File: src/rtl/la_ioseq.sv
// IO ring power/enable sequencer: waits for a synchronized power-good, then ramps the
// ring enable lines up one at a time and ramps them down on stop. A power-good fault
// drops every line at once.
module la_ioseq #(
  parameter int RINGW   = 8,
  parameter int CNTW    = 16,
  parameter int TIMEOUT = 1024
) (
  input  logic             clk,
  input  logic             reset,
  input  logic             start,
  input  logic             stop,
  input  logic             clr_fault,
  input  logic             pgood,
  input  logic [CNTW-1:0]  dly,
  output logic [RINGW-1:0] ioring,
  output logic             busy,
  output logic             ready,
  output logic             fault
);

  localparam int IDXW = (RINGW > 1) ? $clog2(RINGW) : 1;
  localparam logic [IDXW-1:0] IDX_LAST = IDXW'(RINGW - 1);
  localparam logic [CNTW-1:0] TO_LAST  = CNTW'(TIMEOUT - 1);

  typedef enum logic [2:0] {
    S_OFF, S_WAIT_PG, S_RAMPUP, S_ON, S_RAMPDN, S_FAULT
  } state_t;

  state_t           r_state, w_state_n;
  logic [CNTW-1:0]  r_cnt, w_cnt_n;
  logic [CNTW-1:0]  r_dly_q, w_dly_q_n;
  logic [IDXW-1:0]  r_idx, w_idx_n;
  logic [RINGW-1:0] w_ioring_n;
  logic             r_pg_meta, r_pg_s;
  logic             w_step;
  logic [RINGW-1:0] w_mask;

  always_ff @(posedge clk or posedge reset) begin
    if (reset) begin
      r_pg_meta <= 1'b0;
      r_pg_s    <= 1'b0;
    end else begin
      r_pg_meta <= pgood;
      r_pg_s    <= r_pg_meta;
    end
  end

  assign w_step = (r_cnt == r_dly_q);
  assign w_mask = RINGW'(1) << r_idx;

  always_comb begin
    w_state_n  = r_state;
    w_cnt_n    = r_cnt;
    w_dly_q_n  = r_dly_q;
    w_idx_n    = r_idx;
    w_ioring_n = ioring;
    case (r_state)
      S_OFF: begin
        w_ioring_n = '0;
        if (start && !stop) begin
          w_state_n = S_WAIT_PG;
          w_cnt_n   = '0;
        end
      end
      S_WAIT_PG: begin
        w_cnt_n = r_cnt + 1'b1;
        if (r_pg_s) begin
          w_state_n = S_RAMPUP;
          w_idx_n   = '0;
          w_cnt_n   = '0;
          w_dly_q_n = dly;
        end else if (stop) begin
          w_state_n = S_OFF;
        end else if (r_cnt == TO_LAST) begin
          w_state_n = S_FAULT;
        end
      end
      S_RAMPUP: begin
        if (!r_pg_s) begin
          w_state_n  = S_FAULT;
          w_ioring_n = '0;
        end else if (stop) begin
          // idx is the next bit to set, so the highest set bit is idx-1
          if (ioring == '0) begin
            w_state_n = S_OFF;
          end else begin
            w_state_n = S_RAMPDN;
            w_idx_n   = r_idx - 1'b1;
            w_cnt_n   = '0;
            w_dly_q_n = dly;
          end
        end else begin
          w_cnt_n = w_step ? '0 : r_cnt + 1'b1;
          if (w_step) begin
            w_ioring_n = ioring | w_mask;
            if (r_idx == IDX_LAST) w_state_n = S_ON;
            else                   w_idx_n   = r_idx + 1'b1;
          end
        end
      end
      S_ON: begin
        if (!r_pg_s) begin
          w_state_n  = S_FAULT;
          w_ioring_n = '0;
        end else if (stop) begin
          w_state_n = S_RAMPDN;
          w_idx_n   = IDX_LAST;
          w_cnt_n   = '0;
          w_dly_q_n = dly;
        end
      end
      S_RAMPDN: begin
        if (!r_pg_s) begin
          w_state_n  = S_FAULT;
          w_ioring_n = '0;
        end else begin
          w_cnt_n = w_step ? '0 : r_cnt + 1'b1;
          if (w_step) begin
            w_ioring_n = ioring & ~w_mask;
            if (r_idx == '0) w_state_n = S_OFF;
            else             w_idx_n   = r_idx - 1'b1;
          end
        end
      end
      S_FAULT: begin
        w_ioring_n = '0;
        if (clr_fault) w_state_n = S_OFF;
      end
      default: begin
        w_state_n  = S_OFF;
        w_ioring_n = '0;
      end
    endcase
  end

  // Status outputs are registered from the next state so they line up with ioring.
  always_ff @(posedge clk or posedge reset) begin
    if (reset) begin
      r_state <= S_OFF;
      r_cnt   <= '0;
      r_dly_q <= '0;
      r_idx   <= '0;
      ioring  <= '0;
      busy    <= 1'b0;
      ready   <= 1'b0;
      fault   <= 1'b0;
    end else begin
      r_state <= w_state_n;
      r_cnt   <= w_cnt_n;
      r_dly_q <= w_dly_q_n;
      r_idx   <= w_idx_n;
      ioring  <= w_ioring_n;
      busy    <= (w_state_n == S_WAIT_PG) || (w_state_n == S_RAMPUP) ||
                 (w_state_n == S_RAMPDN);
      ready   <= (w_state_n == S_ON);
      fault   <= (w_state_n == S_FAULT);
    end
  end

endmodule
File: config.mk
export PLATFORM = sky130hd
export DESIGN_NAME = la_ioseq
export DESIGN_NICKNAME = d
export VERILOG_FILES = /design/src/rtl/la_ioseq.sv
export SDC_FILE = /design/constraint.sdc
export NUM_CORES = 1
export LEC_CHECK = 0
export ABC_CLOCK_PERIOD_IN_PS = 5400
export CAP_MARGIN = 30
export CORE_MARGIN = 2
export CORE_UTILIZATION = 60
export DETAILED_ROUTE_END_ITERATION = 10
export HOLD_SLACK_MARGIN = 0.15
export PLACE_DENSITY = 0.84
export RECOVER_POWER = 100
export SLEW_MARGIN = 20
export SYNTH_ARGS = -nofsm -noshare
export SYNTH_HDL_FRONTEND = slang
export SYNTH_SLANG_ARGS = --single-unit
export TNS_END_PERCENT = 5
File: constraint.sdc
create_clock -name clk -period 5.4 [get_ports clk]
set_clock_uncertainty 0.2 [all_clocks]
set_input_delay 1.08 -clock clk [delete_from_list [all_inputs] [get_ports clk]]
set_output_delay 1.08 -clock clk [all_outputs]
set_load 0.03 [all_outputs]
==> run_1/gate_families.png <==
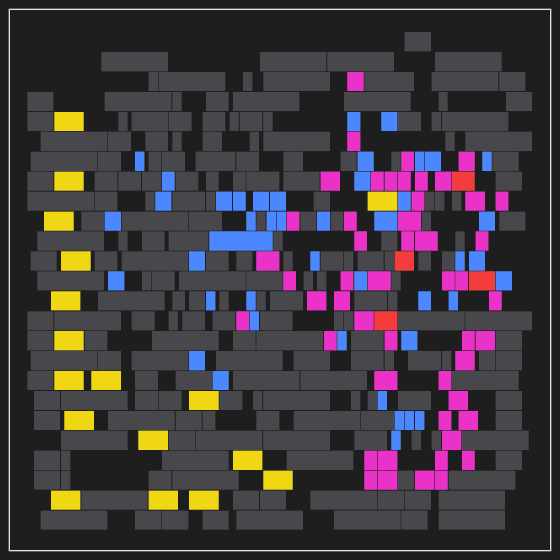
inverting AOI/OAI gates: in magenta, cells 50, most used o21ai_0. AND-OR and OR-AND gates: in red, cells 4, most used a22o_1, where east. multiplexers: in yellow, cells 17, most used mux2_2. NAND gates: in blue, cells 44, most used nand2_1.
count of placed standard cells in the final layout, fillers left out: 369
most common cell after layout, fill and taps aside: dfrtp_1
combinational share of cell area: 45.2%

==> run_1/registers.png <==
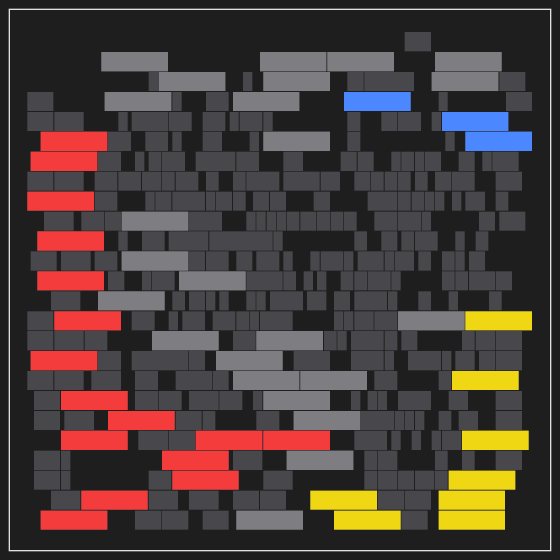
`r_dly_q`: in red, placed flops 16. `ioring`: in yellow, placed flops 8, where south-east. `r_state`: in blue, placed flops 3.
Seq area share: 38.8%
final core occ: 70.2%
seq pwr: 0.599 mW

==> ds_physical_params.txt, run 1 <==
Physical implementation characteristics

Parameter                              Value

Final timing
  Final Max Slew Viols    17
  Tightest Pin Transition    1.69 ns
  Final number of hold-violating endpoints    0
  Final total negative setup slack    0 ns
  Final number of setup-violating endpoints    0
  Final period demand of the worst path    4.08 ns
  Max Freq    245 MHz
  Final period util    75.5%

Logic synthesis
  Gate Count Post-Synth    287
  Synth top area cells    dfrtp_1 44%, xnor2_1 8.7%, mux2_2 6.6%
  Cell area after technology mapping    2910 um^2
  Most common reg cell    dfrtp_1
  Top cell type's share of synthesized area    43.8%
  Flip-flop and latch count after synthesis    51
  Count of unique library cells instantiated by Yosys    47
  Warnings from Yosys    0
  Yosys top cell by area    dfrtp_1
  Number of nets in the synthesized netlist    317
  Commonest cells in the netlist    51 x dfrtp_1, 29 x nor2_1, 29 x xnor2_1, 18 x nand2_1, 17 x mux2_2
  Synthesized area divided by synthesized cell count    10.2 um^2
  Number of cells in Yosys stat    287
  Async set or reset register ratio after synthesis    100%
  Number of enable flip-flop cells    0
  Count leader, synth    dfrtp_1

Global routing
  Met3 track utilization from global routing    4.12%
  Routing usage on met1    30.8%
  GRT Total Usage    24.2%
  Antenna violations before repair    0
  Global-route wire length before repair    10,000 um
  Overall overflow remaining after global route    0
  Layer with the highest usage after global routing    met2
  Met2 Track Usage GR    42.1%
  Number of global-route vias before repair    2,155

Clock tree
  Number of setup buffers added after CTS    0
  Clock transition at the registers of the reported paths    0.09 ns
  Max Root-Sink Buffers    2
  CTS tree    done
  CTS root buffer    clkbuf_8
  Clock sink count    51

Floorplan
  Fraction of the core area occupied by cells at floorplan    62.1%
  Die width    73.7 um
  Core Rows    25
  Area of the die    5430 um^2
  Die Y-Extent    73.7 um
  Core ar.    4690 um^2

Placed design
  Number of input and output port buffers inserted    32
  Weighted congestion reported at the end of routability-driven placement    0.891
  Standard cell area after detailed placement    3240 um^2
  DP Wirelength    4260 um

Power and ir drop
  Static leakage power    1.35 nW
  PwrDens    416 nW/um^2
  Power share of the clock group    16.0%
  Comb pwr share    40.3%
  Internal power summed over all cells    0.819 mW
  Switching pwr    0.552 mW
  Total power of the final layout    1.37 mW
  Max rail drop VDD    0.000253 V

Critical path
  Cell with the largest stage delay on the worst path    a22oi_1
  Critical path endpoint category    register
  Start-to-end type of the worst setup path    input port to register
  Largest fanout on the critical path    15
  CP arrival    4.10 ns
  CP max stage delay    1.03 ns

Detailed routing
  Initial DRC count    154
  Initial DRT Pass Iterations    4
  Via density    6.12
  Routed WL    5840 um
  Number of DRC violations after detailed routing    0
  Average routed wire per standard cell    15.8 um
  Routed vias    2,258

Flow run
  OpenROAD warning count    31
  Tally of max-capacitance violations    1

Finish
  Final #Nets    344
  Antenna diodes    0
  Number of filler instances in the final layout    367
  Fraction of final layout cells with drive strength greater than 1    10.5%

Hold path
  Min-delay worst type    register to register

Run status
  Result of the run    finished, violations left
  Violations in the final reports    max-capacitance violations, max-slew violations
==> run_1/drive_strength.png <==
Scale bar: 20 um.
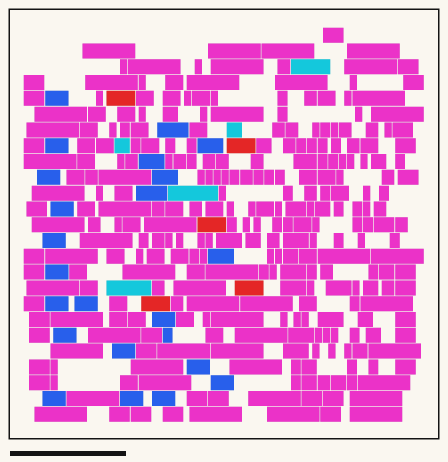
drive 6 and up: in red, cells 5, share 1.6%, most used clkbuf_8. drive 1 or less: in magenta, cells 282, share 90%, most used dfrtp_1. drive 2: in blue, cells 23, share 7.3%, most used mux2_2. drive 3 to 4: in cyan, cells 5, share 1.6%, most used clkinvlp_4.
Area Growth Syn to Fin: 13.0%
Non-Filler Cell Area, Final: 3290 um^2

[run 1: logic make-up after synthesis]
logic type,after synthesis,share of synthesized area (%)
AND-OR/OR-AND,54,12.1
XOR/XNOR,29,8.72
adder cells (fa/ha/maj),8,3.44
buffers and inverters,26,4.64
flip-flops,51,43.8
multiplexers,17,6.57
AND/OR/NAND/NOR,102,20.8
[run 1: placed cells by master, fill, tap and decap left out, drive strengths merged, types with 8 or more instances in the layout]
cell	synthesis	layout
a21oi	11	11
clkdlybuf4s50	0	18
dfrtp	51	51
dlygate4sd3	0	14
ha	8	8
inv	13	13
mux2	17	17
nand2	18	18
nand4	10	10
nor2	30	30
nor4	10	10
o211ai	9	9
o21ai	18	18
xnor2	29	29
[run 1: critical path, delay by kind of cell]
| family | cells | cell delay, ns |
|---|---|---|
| simple gates | 4 | 1.11 |
| compound gates | 2 | 1.10 |
| buf+inv | 1 | 0.80 |
[run 1: layout make-up]
cell class / instances / area, um^2 / share of cell area [%]
clock buffers: 5 / 68.8 / 2.09
clock inverters: 3 / 20.0 / 0.608
inverters: 13 / 48.8 / 1.48
multi-input cells: 210 / 1490 / 45.2
flip-flops and latches: 51 / 1280 / 38.8
well taps: 54 / 67.6 / 2.05
repair buffers: 33 / 324 / 9.84
[run 1: power groups by stage]
stage          Clock (mW)  Sequential [mW]  Combinational [mW]
2_1_floorplan           0            0.564               0.482
3_3_place_gp            0            0.601               0.539
3_5_place_dp            0            0.605               0.558
4_1_cts             0.225            0.596               0.564
5_1_grt             0.239            0.611               0.612
6_report            0.219            0.599               0.553
[run 1: sequential cells by signal, summed over array words and instances, names as in the netlist]
signal and cells:
fault 1, r_pg_s 1, r_dly_q 16, ready 1, r_state 3, r_pg_meta 1, ioring 8, r_idx 3
busy 1, r_cnt 16
[run 1: layer usage]
metal,part of all wire (%),up-vias
met1,42,1094
li1,-,1078
met2,51,77
met4,1.2,0
met3,5.6,9
met5,0,-
[run 1: through the flow]
step | utilization [%] | hold slack [ns] | std cells | setup WS [ns]
after floorplan | - | 0.131 | 287 | 2.86
after global placement | 68.5 | 0.142 | 360 | 1.75
after detailed placement | 69.0 | 0.146 | 361 | 1.65
after CTS | 70.9 | 0.169 | 369 | 1.96
after global routing | 70.2 | 0.169 | 369 | 1.06
final | 70.2 | 0.160 | 369 | 1.32
[run 1: final timing paths]
| path | cells past startpoint | endpoint | start | slack (ns) |
|---|---|---|---|---|
| max in group asynchronous | 3 | r_cnt[0] | reset | 2.06 |
| min in group asynchronous | 2 | r_dly_q[0] | reset | 1.22 |
| min reg2reg | 0 | r_pg_s | r_pg_meta | 0.16 |
| max | 7 | r_cnt[2] | stop | 1.32 |
| max reg2reg | 6 | r_cnt[2] | r_state[0] | 2.04 |
| min | 0 | r_pg_s | r_pg_meta | 0.16 |
==> inputs of run 2 (changes only) <==
- ABC_CLOCK_PERIOD_IN_PS: 5400 -> 4000
- CORE_UTILIZATION: 60 -> 56
- PLACE_DENSITY: 0.84 -> 0.8
- clock period: 5.4 -> 4 ns (I/O delays scaled with it)
==> run_2/drive_strength.png <==
Scale bar: 20 um.
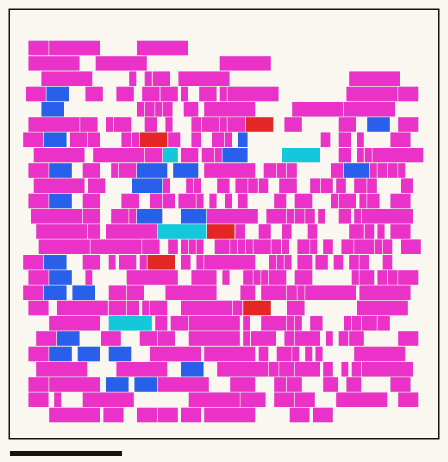
drive 6 and up: in red, cells 5, share 1.6%, most used clkbuf_8. drive 3 to 4: in cyan, cells 4, share 1.3%. drive 2: in blue, cells 25, share 7.9%, most used mux2_2. drive 1 or less: in magenta, cells 282, share 89%, most used dfrtp_1.

==> run_2/gate_families.png <==
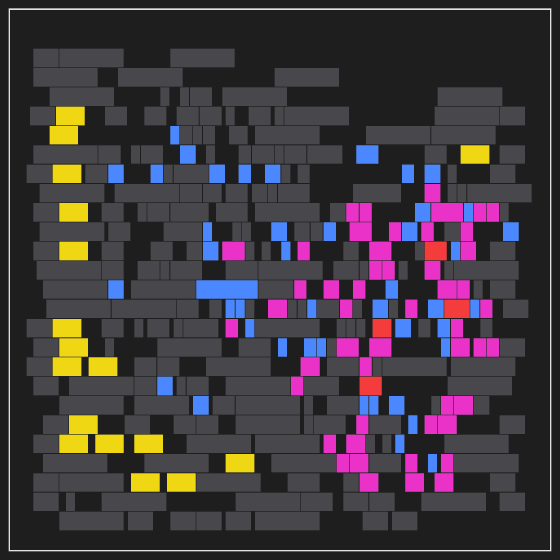
multiplexers: in yellow, cells 17, most used mux2_2. AND-OR and OR-AND gates: in red, cells 4, most used a22o_1, where east. inverting AOI/OAI gates: in magenta, cells 50, most used o21ai_0. NAND gates: in blue, cells 44, most used nand2_1.

==> ds_physical_params.txt, run 2 <==
Physical implementation characteristics

Parameter                              Value

Hold path
  Min-delay worst type    register to register

Finish
  Area Growth Syn to Fin    13.9%
  Antenna diodes    0
  Most common cell after layout, fill and taps aside    dfrtp_1
  Fraction of final layout cells with drive strength greater than 1    10.8%
  Top Layout Cells    51 x dfrtp_1, 30 x nor2_1, 29 x xnor2_1
  Non-Filler Cell Area, Final    3320 um^2

Power and ir drop
  Static leakage power    1.36 nW
  Switching pwr    0.726 mW
  Comb pwr share    40.6%
  PwrDens    556 nW/um^2

Logic synthesis
  Top cell type's share of synthesized area    43.8%
  Async set or reset register ratio after synthesis    100%
  Commonest cells in the netlist    51 x dfrtp_1, 29 x nor2_1, 29 x xnor2_1, 18 x nand2_1, 17 x mux2_2
  Gate Count Post-Synth    287
  Number of nets in the synthesized netlist    317
  Count leader, synth    dfrtp_1
  Aoi/oai-family share of the synthesized area    12.1%
  Area share of fa/ha/maj cells after synthesis    3.43%
  Dominant combinational family    simple AND/OR/NAND/NOR gates
  Yosys top cell by area    dfrtp_1

Detailed routing
  Routed WL    5840 um
  Average routed wire per standard cell    15.1 um
  Routed vias    2,189
  Via density    5.67

Critical path
  CP arrival    3.31 ns
  Critical path endpoint category    register

Final timing
  Final total negative setup slack    0 ns
  Final Max Slew Viols    17
  Final period util    83.8%
  Final number of setup-violating endpoints    0

Placed design
  DP Wirelength    4380 um
  Standard cell area after detailed placement    3260 um^2
  Weighted congestion reported at the end of routability-driven placement    0.876

Global routing
  Overall overflow remaining after global route    0
  Global-route wire length before repair    10,000 um
  Number of global-route vias before repair    2,137
  GRT Total Usage    21.6%

Floorplan
  Die Y-Extent    76.1 um
  Core Rows    26
  Die width    76.1 um

Run status
  Violations in the final reports    max-capacitance violations, max-slew violations
  Result of the run    finished, violations left

Clock tree
  Max Root-Sink Buffers    2
  CTS root buffer    clkbuf_8
  Clock transition at the registers of the reported paths    0.09 ns

Flow run
  Tally of max-capacitance violations    1
==> run_2/clock_map.png <==
Scale bar: 20 um.
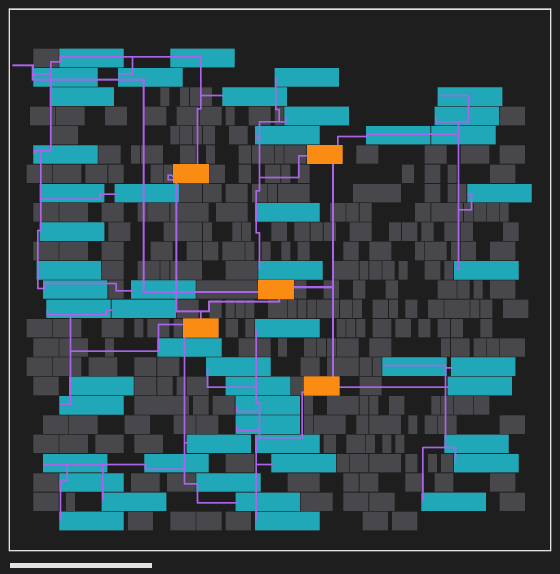
flip-flops: in cyan, count 51. cells driving clock nets: in orange, count 5. clock wires: in purple, length 614 um.
There are 6 routed clock nets. Position of the flops: spread over the die.

==> run 2: layout make-up <==
type	instances	area, um^2
sequential	51	1280
clock buffer	7	76.3
inverter	13	48.8
clock inverter	1	5.00
tap	70	87.6
fill	432	1760
timing repair buffer	34	332
multi-input combinational	210	1490
==> run 2: path summary, 6_finish.rpt <==
kind	from	end	slack [ns]	cells past startpoint
hold / removal	r_pg_meta	r_pg_s	0.16	0
max in group asynchronous	reset	r_state[2]	0.89	3
min in group asynchronous	reset	r_dly_q[7]	0.90	2
setup / recovery	stop	r_cnt[5]	0.65	6
setup reg to reg	ioring[5]	r_dly_q[7]	0.84	4
hold reg to reg	r_pg_meta	r_pg_s	0.16	0
==> run 2: metal layers <==
metal / vias up / wire, um / global-route usage (%)
met4: 0 / 129 / 7.82
met5: - / 0 / 0
met2: 74 / 2950 / 36.3
li1: 1079 / - / -
met1: 1024 / 2470 / 28.1
met3: 12 / 283 / 3.79
==> run 2: power groups by stage <==
stage / clock network, mW / logic, mW / registers, mW
3_5_place_dp: 0 / 0.762 / 0.820
5_1_grt: 0.315 / 0.841 / 0.831
2_1_floorplan: 0 / 0.651 / 0.762
3_3_place_gp: 0 / 0.738 / 0.815
4_1_cts: 0.293 / 0.767 / 0.809
6_report: 0.288 / 0.749 / 0.808
==> run 2: metrics by stage <==
step / power, mW / util (%) / std cells / worst slack [ns]
floorplan: 1.41 / - / 287 / 1.74
global placement: 1.55 / 63.9 / 377 / 0.708
detailed placement: 1.58 / 64.3 / 378 / 0.630
CTS: 1.87 / 65.9 / 386 / 0.920
global route: 1.99 / 65.4 / 386 / 0.389
finish: 1.84 / 65.4 / 386 / 0.646
==> run 2: worst max-delay path: stages <==
cell	delay, ns
dlygate4sd3_1	0.71
nor4bb_1	0.22
and3_1	0.36
or2_0	0.36
nor2_1	0.72
nor2_1	0.14
==> run 2: kinds of logic (layout without fill, tap and decap cells) <==
logic type,Yosys count,after routing
XOR/XNOR,29,29
multiplexers,17,17
AND-OR/OR-AND,54,54
flip-flops,51,51
AND/OR/NAND/NOR,102,102
buffers and inverters,26,55
adder cells (fa/ha/maj),8,8
==> run_2/final_clocks.png <==
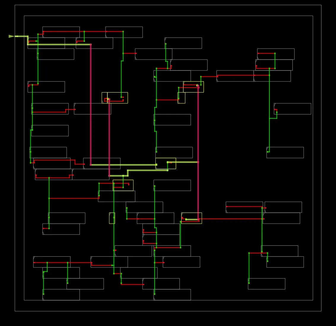

==> inputs of run 3 (changes only) <==
- ABC_CLOCK_PERIOD_IN_PS: 4000 -> 3000
- CORE_UTILIZATION: 56 -> 51
- PLACE_DENSITY: 0.8 -> 0.76
- clock period: 4 -> 3 ns (I/O delays scaled with it)
==> run_3/final_clocks.png <==
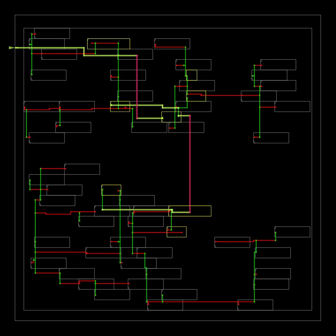
Latency at later pin: 0.31 ns
Clock net power: 0.562 mW
clock sink count: 51
number of clock buffer instances in the layout: 5
flip-flop and latch count: 51

==> run_3/clock_map.png <==
Scale bar: 20 um.
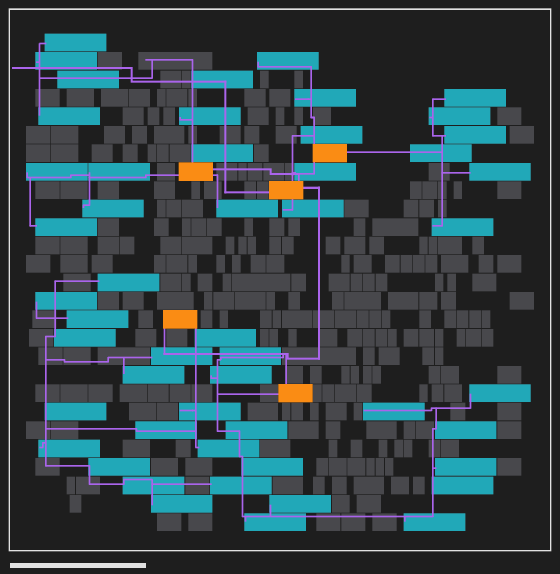
clock wires: in purple, length 594 um. cells driving clock nets: in orange, count 5. flip-flops: in cyan, count 51.
Position of the flops: spread over the die. There are 6 routed clock nets.

==> run_3/registers.png <==
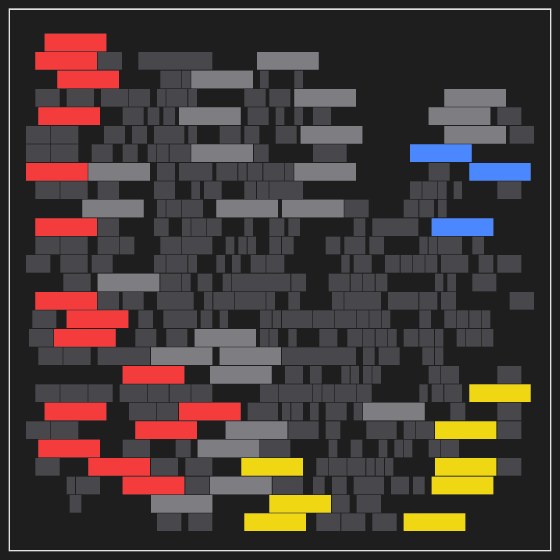
`r_dly_q`: in red, placed flops 16. `ioring`: in yellow, placed flops 8, where south-east. `r_state`: in blue, placed flops 3.

==> ds_physical_params.txt, run 3 <==
Physical implementation characteristics

Parameter                              Value

Run status
  Result of the run    completed

Finish
  Most common cell after layout, fill and taps aside    dfrtp_1
  Final core occ    61.6%
  Area Growth Syn to Fin    16.4%
  Largest regs    r_cnt: 16 flops, r_dly_q: 16 flops, ioring: 8 flops
  Count of placed standard cells in the final layout, fillers left out    392

Detailed routing
  Routed vias    2,266
  Number of DRC violations after detailed routing    0
  Initial DRC count    116
  Via density    5.78
  Initial DRT Pass Iterations    5

Power and ir drop
  Total power of the final layout    2.67 mW
  Static leakage power    1.39 nW
  Power share of the clock group    21.1%
  Max rail drop VDD    0.000437 V
  PwrDens    787 nW/um^2
  Internal power summed over all cells    1.67 mW

Placed design
  DP Wirelength    4480 um
  Standard cell area after detailed placement    3300 um^2
  Weighted congestion reported at the end of routability-driven placement    0.854
  Number of placed cells counting well taps    384
  Placement Setup Slack    0.200 ns

Clock tree
  CTS root buffer    clkbuf_8
  CTS tree    done
  Clock transition at the registers of the reported paths    0.10 ns

Global routing
  Number of global-route vias before repair    2,163
  GRT Total Usage    20.7%

Logic synthesis
  Warnings from Yosys    0
  Yosys top cell by area    dfrtp_1
  Flip-flop and latch count after synthesis    51
  Commonest cells in the netlist    51 x dfrtp_1, 29 x nor2_1, 29 x xnor2_1, 18 x nand2_1, 17 x mux2_2
  Cell area after technology mapping    2910 um^2
  Number of cells in Yosys stat    287
  Number of nets in the synthesized netlist    317
  Top cell type's share of synthesized area    43.8%
  Number of enable flip-flop cells    0
  Synth top area cells    dfrtp_1 44%, xnor2_1 8.7%, mux2_2 6.6%
  Synthesized area divided by synthesized cell count    10.2 um^2

Critical path
  Path depth of the worst reg2reg path    5
  FF-to-FF setup slack    0.47 ns
  Start-to-end type of the worst setup path    input port to register
  CP arrival    2.59 ns
  Critical path endpoint category    register

Floorplan
  Fraction of the core area occupied by cells at floorplan    52.9%
  Die width    79.6 um
  Area of the die    6330 um^2

Final timing
  Final number of setup-violating endpoints    0
  Final period util    86.6%
  Smallest setup slack after layout    0.403 ns
  Final total negative setup slack    0 ns

Flow run
  Tally of max-capacitance violations    0
[run 3: worst paths after layout]
path / startpoint / end
max: stop / r_cnt[12]
min: r_pg_meta / r_pg_s
max reg2reg: ioring[1] / r_dly_q[10]
min reg2reg: r_pg_meta / r_pg_s
max in group asynchronous: reset / r_state[2]
min in group asynchronous: reset / r_dly_q[13]
[run 3: logic make-up after synthesis]
| logic type | Yosys count | share of synthesized area, % |
|---|---|---|
| buf+inv | 26 | 4.64 |
| xor+xnor | 29 | 8.72 |
| flops | 51 | 43.8 |
| mux | 17 | 6.57 |
| fa+ha+maj | 8 | 3.44 |
| simple gates | 102 | 20.8 |
| compound gates | 54 | 12.1 |
[run 3: routing by layer]
metal	GRT usage (%)	up-vias	wire, um
met5	0	-	0
li1	-	1084	-
met4	4.48	0	52
met3	4.30	6	306
met2	34.5	75	2940
met1	27.8	1101	2700
[run 3: layout make-up]
| class | count | area (um^2) |
|---|---|---|
| clock inverters | 3 | 67.6 |
| repair buffers | 38 | 357 |
| flip-flops and latches | 51 | 1280 |
| well taps | 72 | 90.1 |
| clock buffers | 5 | 68.8 |
| inverters | 13 | 48.8 |
| fillers | 456 | 2120 |
| multi-input cells | 210 | 1480 |
[run 3: power by group through the flow]
| stage | clock [mW] | combinational (mW) | sequential, mW |
|---|---|---|---|
| final | 0.562 | 1.03 | 1.08 |
| after global routing | 0.607 | 1.14 | 1.11 |
| after CTS | 0.573 | 1.05 | 1.08 |
| after detailed placement | 0 | 1.05 | 1.10 |
| after global placement | 0 | 1.01 | 1.09 |
| after floorplan | 0 | 0.868 | 1.02 |
[run 3: worst max-delay path, stage by stage]
cell	delay, ns
dlygate4sd3_1	0.65
nor4bb_1	0.40
and3_1	0.31
clkbuf_1	0.29
nor4_1	0.12
xnor2_1	0.15
nor2_1	0.07
Power is estimated from default activity; no workload was simulated.
